**config.mk**
```make
export PLATFORM = sky130hd
export DESIGN_NAME = pipe_stage_reg
export DESIGN_NICKNAME = d
export VERILOG_FILES = /design/src/rtl/pipe_stage_reg.sv
export SDC_FILE = /design/constraint.sdc
export NUM_CORES = 1
export LEC_CHECK = 0
export ABC_AREA = 1
export ABC_CLOCK_PERIOD_IN_PS = 1300
export CAP_MARGIN = 20
export CORE_ASPECT_RATIO = 0.5
export CORE_MARGIN = 4
export CORE_UTILIZATION = 39
export DETAILED_ROUTE_END_ITERATION = 12
export GPL_TIMING_DRIVEN = 0
export PLACE_DENSITY = 0.84
export SLEW_MARGIN = 20
export SYNTH_ARGS = -nofsm -noshare
export SYNTH_HDL_FRONTEND = slang
export SYNTH_SLANG_ARGS = --single-unit
```
**constraint.sdc**
```tcl
create_clock -name clk -period 1.3 [get_ports clk]
set_clock_uncertainty 0.1 [all_clocks]
set_input_delay 0.325 -clock clk [delete_from_list [all_inputs] [get_ports clk]]
set_output_delay 0.325 -clock clk [all_outputs]
set_load 0.02 [all_outputs]
```
**src/rtl/pipe_stage_reg.sv**
```systemverilog
// Parametrised pipeline boundary register with stall/flush and a stall-cycle counter.
// Define PIPE_STAGE_REG_PERF_EN to build the saturating stall counter.
module pipe_stage_reg #(
    parameter int DATA_W = 32,
    parameter int CTRL_W = 16,
    parameter int STAGES = 1
) (
    input  logic              clk,
    input  logic              rst,
    input  logic              in_valid,
    input  logic [CTRL_W-1:0] in_ctrl,
    input  logic [DATA_W-1:0] in_data,
    input  logic              stall,
    input  logic              flush,
    output logic              out_valid,
    output logic [CTRL_W-1:0] out_ctrl,
    output logic [DATA_W-1:0] out_data,
    output logic              out_held,
    output logic [15:0]       perf_stall_cnt
);

    generate
        if (STAGES < 1 || STAGES > 4) begin : g_bad_stages
            $error("pipe_stage_reg: STAGES must be in 1..4");
        end
    endgenerate

    logic              v_q [STAGES];
    logic              v_d [STAGES];
    logic [CTRL_W-1:0] c_q [STAGES];
    logic [CTRL_W-1:0] c_d [STAGES];
    logic [DATA_W-1:0] d_q [STAGES];
    logic [DATA_W-1:0] d_d [STAGES];
    logic              held_q;
    logic              held_d;

    always_comb begin
        held_d = 1'b0;
        for (int k = 0; k < STAGES; k++) begin
            v_d[k] = v_q[k];
            c_d[k] = c_q[k];
            d_d[k] = d_q[k];
        end
        priority case (1'b1)
            flush: begin
                // Data is left untouched; only the bubble markers are cleared.
                for (int k = 0; k < STAGES; k++) begin
                    v_d[k] = 1'b0;
                    c_d[k] = '0;
                end
            end
            stall: begin
                held_d = 1'b1;
            end
            default: begin
                v_d[0] = in_valid;
                c_d[0] = in_valid ? in_ctrl : '0;
                d_d[0] = in_data;
                for (int k = 1; k < STAGES; k++) begin
                    v_d[k] = v_q[k-1];
                    c_d[k] = c_q[k-1];
                    d_d[k] = d_q[k-1];
                end
            end
        endcase
    end

    always_ff @(posedge clk) begin
        if (rst) begin
            for (int k = 0; k < STAGES; k++) begin
                v_q[k] <= 1'b0;
                c_q[k] <= '0;
                d_q[k] <= '0;
            end
            held_q <= 1'b0;
        end else begin
            for (int k = 0; k < STAGES; k++) begin
                v_q[k] <= v_d[k];
                c_q[k] <= c_d[k];
                d_q[k] <= d_d[k];
            end
            held_q <= held_d;
        end
    end

    assign out_valid = v_q[STAGES-1];
    assign out_ctrl  = v_q[STAGES-1] ? c_q[STAGES-1] : '0;
    assign out_data  = d_q[STAGES-1];
    assign out_held  = held_q;

`ifdef PIPE_STAGE_REG_PERF_EN
    logic [15:0] cnt_q;
    logic [15:0] cnt_d;

    always_comb begin
        cnt_d = cnt_q;
        if (stall && !flush && cnt_q != 16'hFFFF) begin
            cnt_d = cnt_q + 16'd1;
        end
    end

    always_ff @(posedge clk) begin
        if (rst) begin
            cnt_q <= 16'h0000;
        end else begin
            cnt_q <= cnt_d;
        end
    end

    assign perf_stall_cnt = cnt_q;
`else
    assign perf_stall_cnt = 16'h0000;
`endif

endmodule
```
Fig. 1: run 1, cell classes on the final placement
Bar = 20 um.
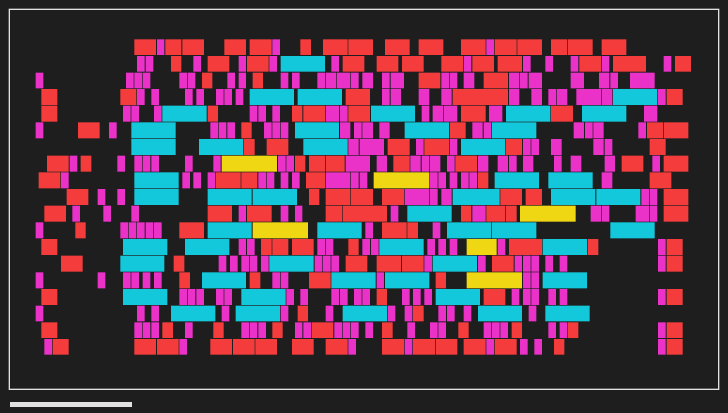
combinational and other logic -> magenta  # cells 267, share of their area 32%
sequential cells -> cyan  # cells 50, share of their area 29%
remaining buffers and delay cells -> red  # cells 141, share of their area 35%
clock drivers and dummy loads -> yellow  # cells 6, share of their area 4.0%
Cell Rows: 19
Util after Layout: 64.7%

Fig. 2: run 1, selected gate families
Bar = 20 um.
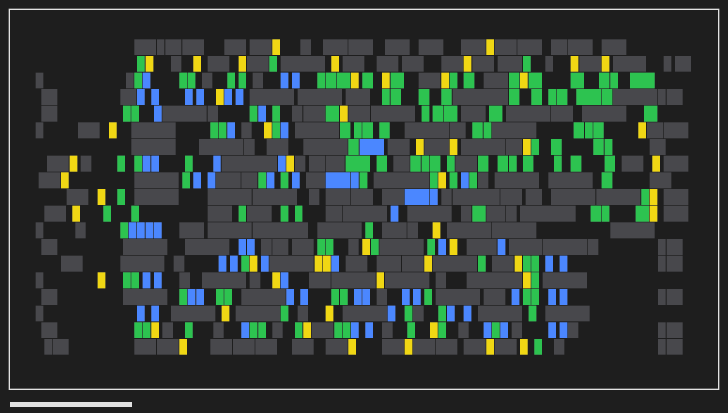
inv cells -> yellow  # cells 52, where all over the die
nand cells -> green  # cells 130, where all over the die
nor cells -> blue  # cells 68
logic share of the area: 25.6%
Finished Layout Cells: 537
most numerous logic cell after layout: nand2_1

Fig. 3: run 1, floorplan with the power grid
Pins as bars on the die edge. Tap cells in grey.
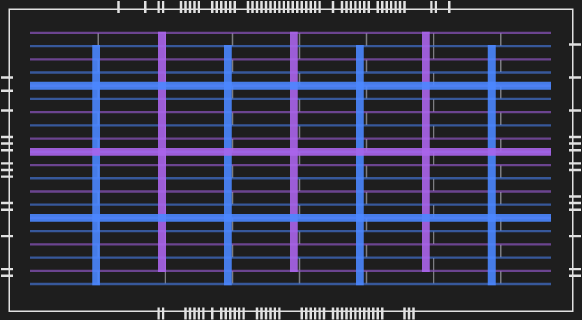
VSS -> blue
VDD -> purple
rows = 19
signal pins = 119
die height: 61.8 um
Die Wd: 116 um
area of the core: 5540 um2

Fig. 4: run 1, clock routing
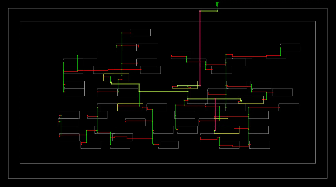
CTS buffer count: 5
Insertion Delay late pin: 280 ps
Clock Buffer Count: 6
final sequential cell count: 50

==> run_results.csv, run 1 <==
group,metric,value,unit
critical_path,crit_type,"flip-flop to primary output",
clocking,cts_resized,224,
clocking,post_cts_buffers,5,
final_layout,largestRegisters,"d_q x32, c_q x16",
yosys,aoi_share,0.221,%
critical_path,path_buffers,4,
yosys,synthArstFlopShare,0,%
final_layout,logic_area,918,um2
power_and_ir_drop,p_seq_share,45.7,%
yosys,yosysWarnings,0,
critical_path,path_cells,"buf_8 > clkbuf_16 > nand2_2 > inv_2 > buf_6",
floorplanning,fp_util,40.8,%
outcome,violations,"setup timing",
worst_hold_path,holdPathStages,2,
route,first_pass_iters,4,
place,pre_cts_ws,-545,ps
critical_path,path_delay_family,"buffers and inverters",
yosys,flop_cell,"dfxtp_1",
power_and_ir_drop,pg_comb,713,uW
global_routing,grt_pass1_wl,9.42,mm
power_and_ir_drop,p_clk,1250,uW
yosys,numSynthFlops,50,
job,drv_cap,0,
route,wire_per_inst,11.6,um
global_routing,grt_max_degree,14,
sta,grt_setup_unrepaired,"yes",
yosys,edf_count,0,
final_layout,top_register,"d_q",
sta,whs,375,ps
clocking,clk_pin_slew,60,ps
power_and_ir_drop,p_per_area,1010,nW/um2
critical_path,rr_endpoint,"v_q[0]",
clocking,cts.path.max_buffers,2,
critical_path,critPathSlowestCell,"dfxtp_2",
outcome,outcome,"finished, violations left",
critical_path,crit_path_start_kind,"flip-flop",
yosys,netlist_area,2260,um2
yosys,top_cell,"nand2_1",
route,ant_nets,0,
yosys,yosys.stat.chipArea,2260,um2
critical_path,path_max_fanout,6,
power_and_ir_drop,power_leakage,0.00202,uW
clocking,cts_tree,"built",
critical_path,r2r_slack,360,ps
power_and_ir_drop,power_frac_comb,19.7,%
sta,max_freq,0.651,GHz
critical_path,cp-end-kind,"primary output",
critical_path,cpPeakStageDelay,330,ps
place,dp_hpwl,4.46,mm
critical_path,r2r_start,"v_q[0]",
sta,finalHoldViolations,0,
global_routing,grtUsageTotal,16.6,%
yosys,adder_share,0,%
global_routing,grt.overflow.total,0,
worst_hold_path,hold-path-endpoint,"d_q[0][25]",
power_and_ir_drop,internal_power,2700,uW
worst_hold_path,hold_class,"flip-flop to flip-flop",
clocking,ctsHoldBuffers,0,
critical_path,required,880,ps
global_routing,grt_pass1_vias,2119,
power_and_ir_drop,seq_cell_power,1650,uW
clocking,clock-sinks,50,
place,numPlacedInstances,525,
sta,min_period_over_period,118,%
route,drt_iter0_markers,76,
power_and_ir_drop,swShare,25.3,%
final_layout,stdcell_area,3580,um2
power_and_ir_drop,ir_drop,0.577,mV
sta,setup_ws,-236,ps
critical_path,rr_worst_depth,4,
final_layout,nets,518,
floorplanning,ioPinCount,119,
sta,period_minus_slack,1540,ps
power_and_ir_drop,maxPowerGroup,"registers",
yosys,synth_area_leader_cell,"dfxtp_1",
worst_hold_path,hold_start,"d_q[0][25]",
place,portBuffers,102,
power_and_ir_drop,clkPwrFrac,34.6,%
yosys,synthCells,335,
final_layout,mostFrequentLayoutCells,"nand2_1, nor2_1, clkdlybuf4s50_1",
place,gp_congestion,0.793,
yosys,mux_share,0,%
floorplanning,die_area,7150,um2
final_layout,antennaDiodeCount,0,
critical_path,arrival,1110,ps
job,warnings,28,
yosys,synthDistinctLibCells,14,
yosys,postSynthSeqShare,44.3,%
clocking,htree_levels,2,
yosys,ys_sh_xor,0,%
final_layout,areaGrowthSynthToFinish,58.6,%
final_layout,fillers,509,
route,drc,0,
sta,setup_violations,17,
yosys,avgSynthCellArea,6.75,um2
global_routing,antenna_found_initial,0,
critical_path,crit_cells,5,
critical_path,worstSetupEndpoint,"out_ctrl[7]",
yosys,simple_gate_share,35.4,%
sta,finalMaxSlewViolations,0,
place,dpl_cell_area,3430,um2
final_layout,drive_gt1_share,26.7,%
route,routed_wl,6.22,mm
yosys,yosys_cells,335,
clocking,clockRootBuffer,"clkbuf_16",
yosys,area_leaders,"dfxtp_1, nand2_1, nor2_1",
yosys,yosys-top-cells-count,"nand2_1, nor2_1, inv_1",
final_layout,flop_area,1000,um2
critical_path,critPathLaunch,"v_q[0]",
final_layout,largest_reg_flops,32,
route,vias,2269,
route,via_per_inst,4.23,
power_and_ir_drop,power_switching,915,uW
yosys,logic_family,"simple AND/OR/NAND/NOR gates",
yosys,synth_top_area_share,44.3,%
-- run 1: metal layers --
metal / vias up / global-route usage (%) / part of all wire, %
li1: 1201 / - / -
met1: 1010 / 19.1 / 41
met2: 48 / 32.6 / 53
met3: 10 / 3.00 / 4.0
met4: 0 / 4.63 / 1.6
met5: - / 0 / 0
-- run 1: area by class of cell --
cell class,count,area share (%)
buffer,33,8.10
sequential,50,28.0
tap,73,2.55
multi-input combinational,215,25.6
inverter,52,5.45
timing repair buffer,108,26.4
clock buffer,6,3.88
-- run 1: per-stage QoR --
stage / power [uW] / TNS (ps)
finish: 3610 / -3500
global route: 3770 / -4010
CTS: 3630 / -3720
detailed placement: 2420 / -26380
global placement: 2410 / -25070
floorplan: 2070 / 0
Fig. 5: run 1, clock network drawn from the DEF
Bar = 20 um.
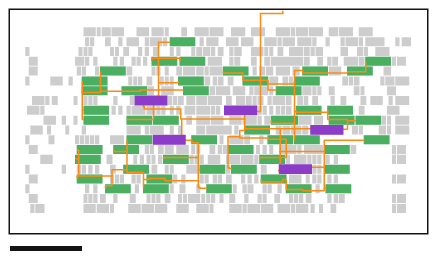

==> run 1 -> run 2 <==
--- a/config.mk
+++ b/config.mk
@@ -10,10 +10,10 @@
 export CAP_MARGIN = 20
 export CORE_ASPECT_RATIO = 0.5
 export CORE_MARGIN = 4
-export CORE_UTILIZATION = 39
+export CORE_UTILIZATION = 33
 export DETAILED_ROUTE_END_ITERATION = 12
 export GPL_TIMING_DRIVEN = 0
-export PLACE_DENSITY = 0.84
+export PLACE_DENSITY = 0.73
 export SLEW_MARGIN = 20
 export SYNTH_ARGS = -nofsm -noshare
 export SYNTH_HDL_FRONTEND = slang
Fig. 6: run 2, clock network drawn from the DEF
Bar = 50 um.
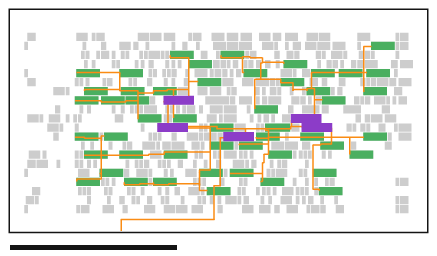
flip-flops -> green  # count 50
clock wires -> orange  # length 564 um
clock drivers -> purple  # count 5
routed clock nets = 6
Clock Power Share: 33.9%
Clk. pwr: 1200 uW

==> run 2 against run 1 <==
  * The run still ends with setup timing left
  * Sequential cell count is the same
  * Sequential share of layout area grew 0.059 points
  * Routed wire length shrank 4.4%
  * Synthesized area is the same
  * Die size grew 16%
  * Core utilization shrank 8.4 points
  * Critical path type unchanged
  * Largest power group unchanged
  * Highest routed layer unchanged
==> run_results.csv, run 2 <==
group,metric,value,unit
worst_hold_path,hold_start,"d_q[0][12]",
job,warnings,28,
critical_path,required,880,ps
critical_path,cp-end-kind,"primary output",
clocking,clk_pin_slew,60,ps
critical_path,cpPeakStageDelay,360,ps
final_layout,clk_share,3.71,%
floorplanning,ioPinCount,119,
power_and_ir_drop,finalPower,3550,uW
worst_hold_path,holdPathStages,2,
floorplanning,dieHeight,66.5,um
power_and_ir_drop,power_leakage,0.00197,uW
outcome,outcome,"finished, violations left",
clocking,cts.path.max_buffers,2,
route,drt_iter0_markers,98,
sta,max_freq,0.662,GHz
yosys,yosys.stat.chipArea,2260,um2
final_layout,buf_share,34.5,%
global_routing,grt_pass1_vias,1970,
yosys,numSynthFlops,50,
yosys,synth_top_area_share,44.3,%
final_layout,fillers,646,
critical_path,cp_common_cell,"buf_6",
power_and_ir_drop,p_seq_share,46.3,%
final_layout,multi_input_comb_cells,215,
final_layout,largest_reg_flops,32,
final_layout,areaGrowthSynthToFinish,58.3,%
global_routing,grt_max_degree,14,
critical_path,path_max_fanout,5,
power_and_ir_drop,pg_comb,704,uW
place,dpl_cell_area,3450,um2
clocking,clockRootBuffer,"clkbuf_16",
route,vias,2219,
final_layout,final_core_util,56.3,%
clocking,cts_tree,"built",
sta,setup_ws,-212,ps
yosys,area_leaders,"dfxtp_1, nand2_1, nor2_1",
yosys,avgSynthCellArea,6.75,um2
global_routing,grt_pass1_wl,9.29,mm
floorplanning,fp.dieW,125,um
global_routing,grtUsageTotal,13.5,%
sta,finalMaxSlewViolations,0,
critical_path,crit_type,"flip-flop to primary output",
route,ant_nets,0,
critical_path,arrival,1090,ps
power_and_ir_drop,seq_cell_power,1650,uW
place,dp_hpwl,4.42,mm
yosys,top_cell,"nand2_1",
global_routing,antenna_found_initial,0,
power_and_ir_drop,power_switching,898,uW
route,routed_wl,5.94,mm
critical_path,path_delay_family,"buffers and inverters",
sta,setup_violations,16,
yosys,aoi_share,0.221,%
yosys,simple_gate_share,35.4,%
yosys,yosysWarnings,0,
sta,finalHoldViolations,0,
final_layout,logic_area,903,um2
final_layout,stdcell_area,3580,um2
yosys,mux_share,0,%
yosys,edf_count,0,
floorplanning,die_area,8320,um2
yosys,postSynthSeqShare,44.3,%
worst_hold_path,hold-path-endpoint,"d_q[0][12]",
critical_path,crit_cells,5,
final_layout,top_register,"d_q",
sta,grt_setup_unrepaired,"yes",
route,first_pass_iters,4,
place,pre_cts_ws,-555,ps
yosys,ys_sh_xor,0,%
power_and_ir_drop,maxPowerGroup,"registers",
final_layout,sh_comb_area,25.3,%
critical_path,path_cells,"buf_8 > buf_6 > nand2_2 > inv_2 > buf_6",
power_and_ir_drop,power_frac_comb,19.8,%
final_layout,largestRegisters,"d_q x32, c_q x16",
critical_path,critPathSlowestCell,"dfxtp_2",
power_and_ir_drop,internal_power,2660,uW
outcome,violations,"setup timing",
worst_hold_path,hold_class,"flip-flop to flip-flop",
critical_path,worstSetupEndpoint,"out_ctrl[4]",
final_layout,nonClockInverterCount,52,
floorplanning,n_tap_cell,88,
power_and_ir_drop,p_per_area,994,nW/um2
yosys,synthCells,335,
yosys,synth_area_leader_cell,"dfxtp_1",
clocking,ctsHoldBuffers,0,
floorplanning,coreArea,6360,um2
critical_path,r2r_start,"v_q[0]",
route,wire_per_inst,10.7,um
critical_path,rr_endpoint,"v_q[0]",
route,via_per_inst,4.00,
yosys,yosys_cells,335,
final_layout,nonClockBufferCount,143,
yosys,yosys-top-cells-count,"nand2_1, nor2_1, inv_1",
critical_path,crit_path_start_kind,"flip-flop",
yosys,netlist_area,2260,um2
sta,whs,373,ps
power_and_ir_drop,ir_drop,0.590,mV
global_routing,grt.overflow.total,0,
power_and_ir_drop,swShare,25.3,%
yosys,synthDistinctLibCells,14,
yosys,adder_share,0,%
final_layout,nets,520,
floorplanning,fp_util,35.6,%
floorplanning,row_count,20,
final_layout,mostFrequentLayoutCells,"nand2_1, nor2_1, clkdlybuf4s50_1",
route,drc,0,
critical_path,path_buffers,4,
critical_path,critPathLaunch,"v_q[0]",
yosys,synthArstFlopShare,0,%
final_layout,layout_top_cell,"nand2_1",
clocking,cts_buffers,5,
yosys,flop_cell,"dfxtp_1",
job,drv_cap,0,
final_layout,flop_area,1000,um2
final_layout,drive_gt1_share,27.0,%
final_layout,seq_cells,50,
critical_path,r2r_slack,440,ps
final_layout,clkbuf_count,7,
yosys,logic_family,"simple AND/OR/NAND/NOR gates",
clocking,htree_levels,2,
sta,period_minus_slack,1510,ps
critical_path,rr_worst_depth,3,
place,portBuffers,102,
final_layout,seq_share,28.0,%
clocking,clk_latency,280,ps
clocking,clock-sinks,50,
sta,min_period_over_period,116,%
## run 2: cell counts after synthesis
No cell type changed its count.
## run 2: timing repair
action / CTS / global route
gates cloned: 2 / 0
setup buffers: 4 / 2
resized: 236 / 27
endpoints found under the setup margin: 96 / 43
pin swaps: 1 / 0
## run 2: stage by stage
stage / TNS (ps) / cells
CTS: -3340 / 553
finish: -3040 / 555
global placement: -25900 / 540
detailed placement: -26530 / 540
global route: -3900 / 555
floorplan: 0 / 350
## run 2: layer usage
| metal | vias up | track usage [%] | share of wire, % |
|---|---|---|---|
| met1 | 958 | 16.8 | 44 |
| met3 | 6 | 3.12 | 4.5 |
| li1 | 1208 | - | - |
| met4 | 0 | 2.03 | 0.61 |
| met5 | - | 0 | 0 |
| met2 | 47 | 24.9 | 51 |
Power is estimated from default activity; no workload was simulated.
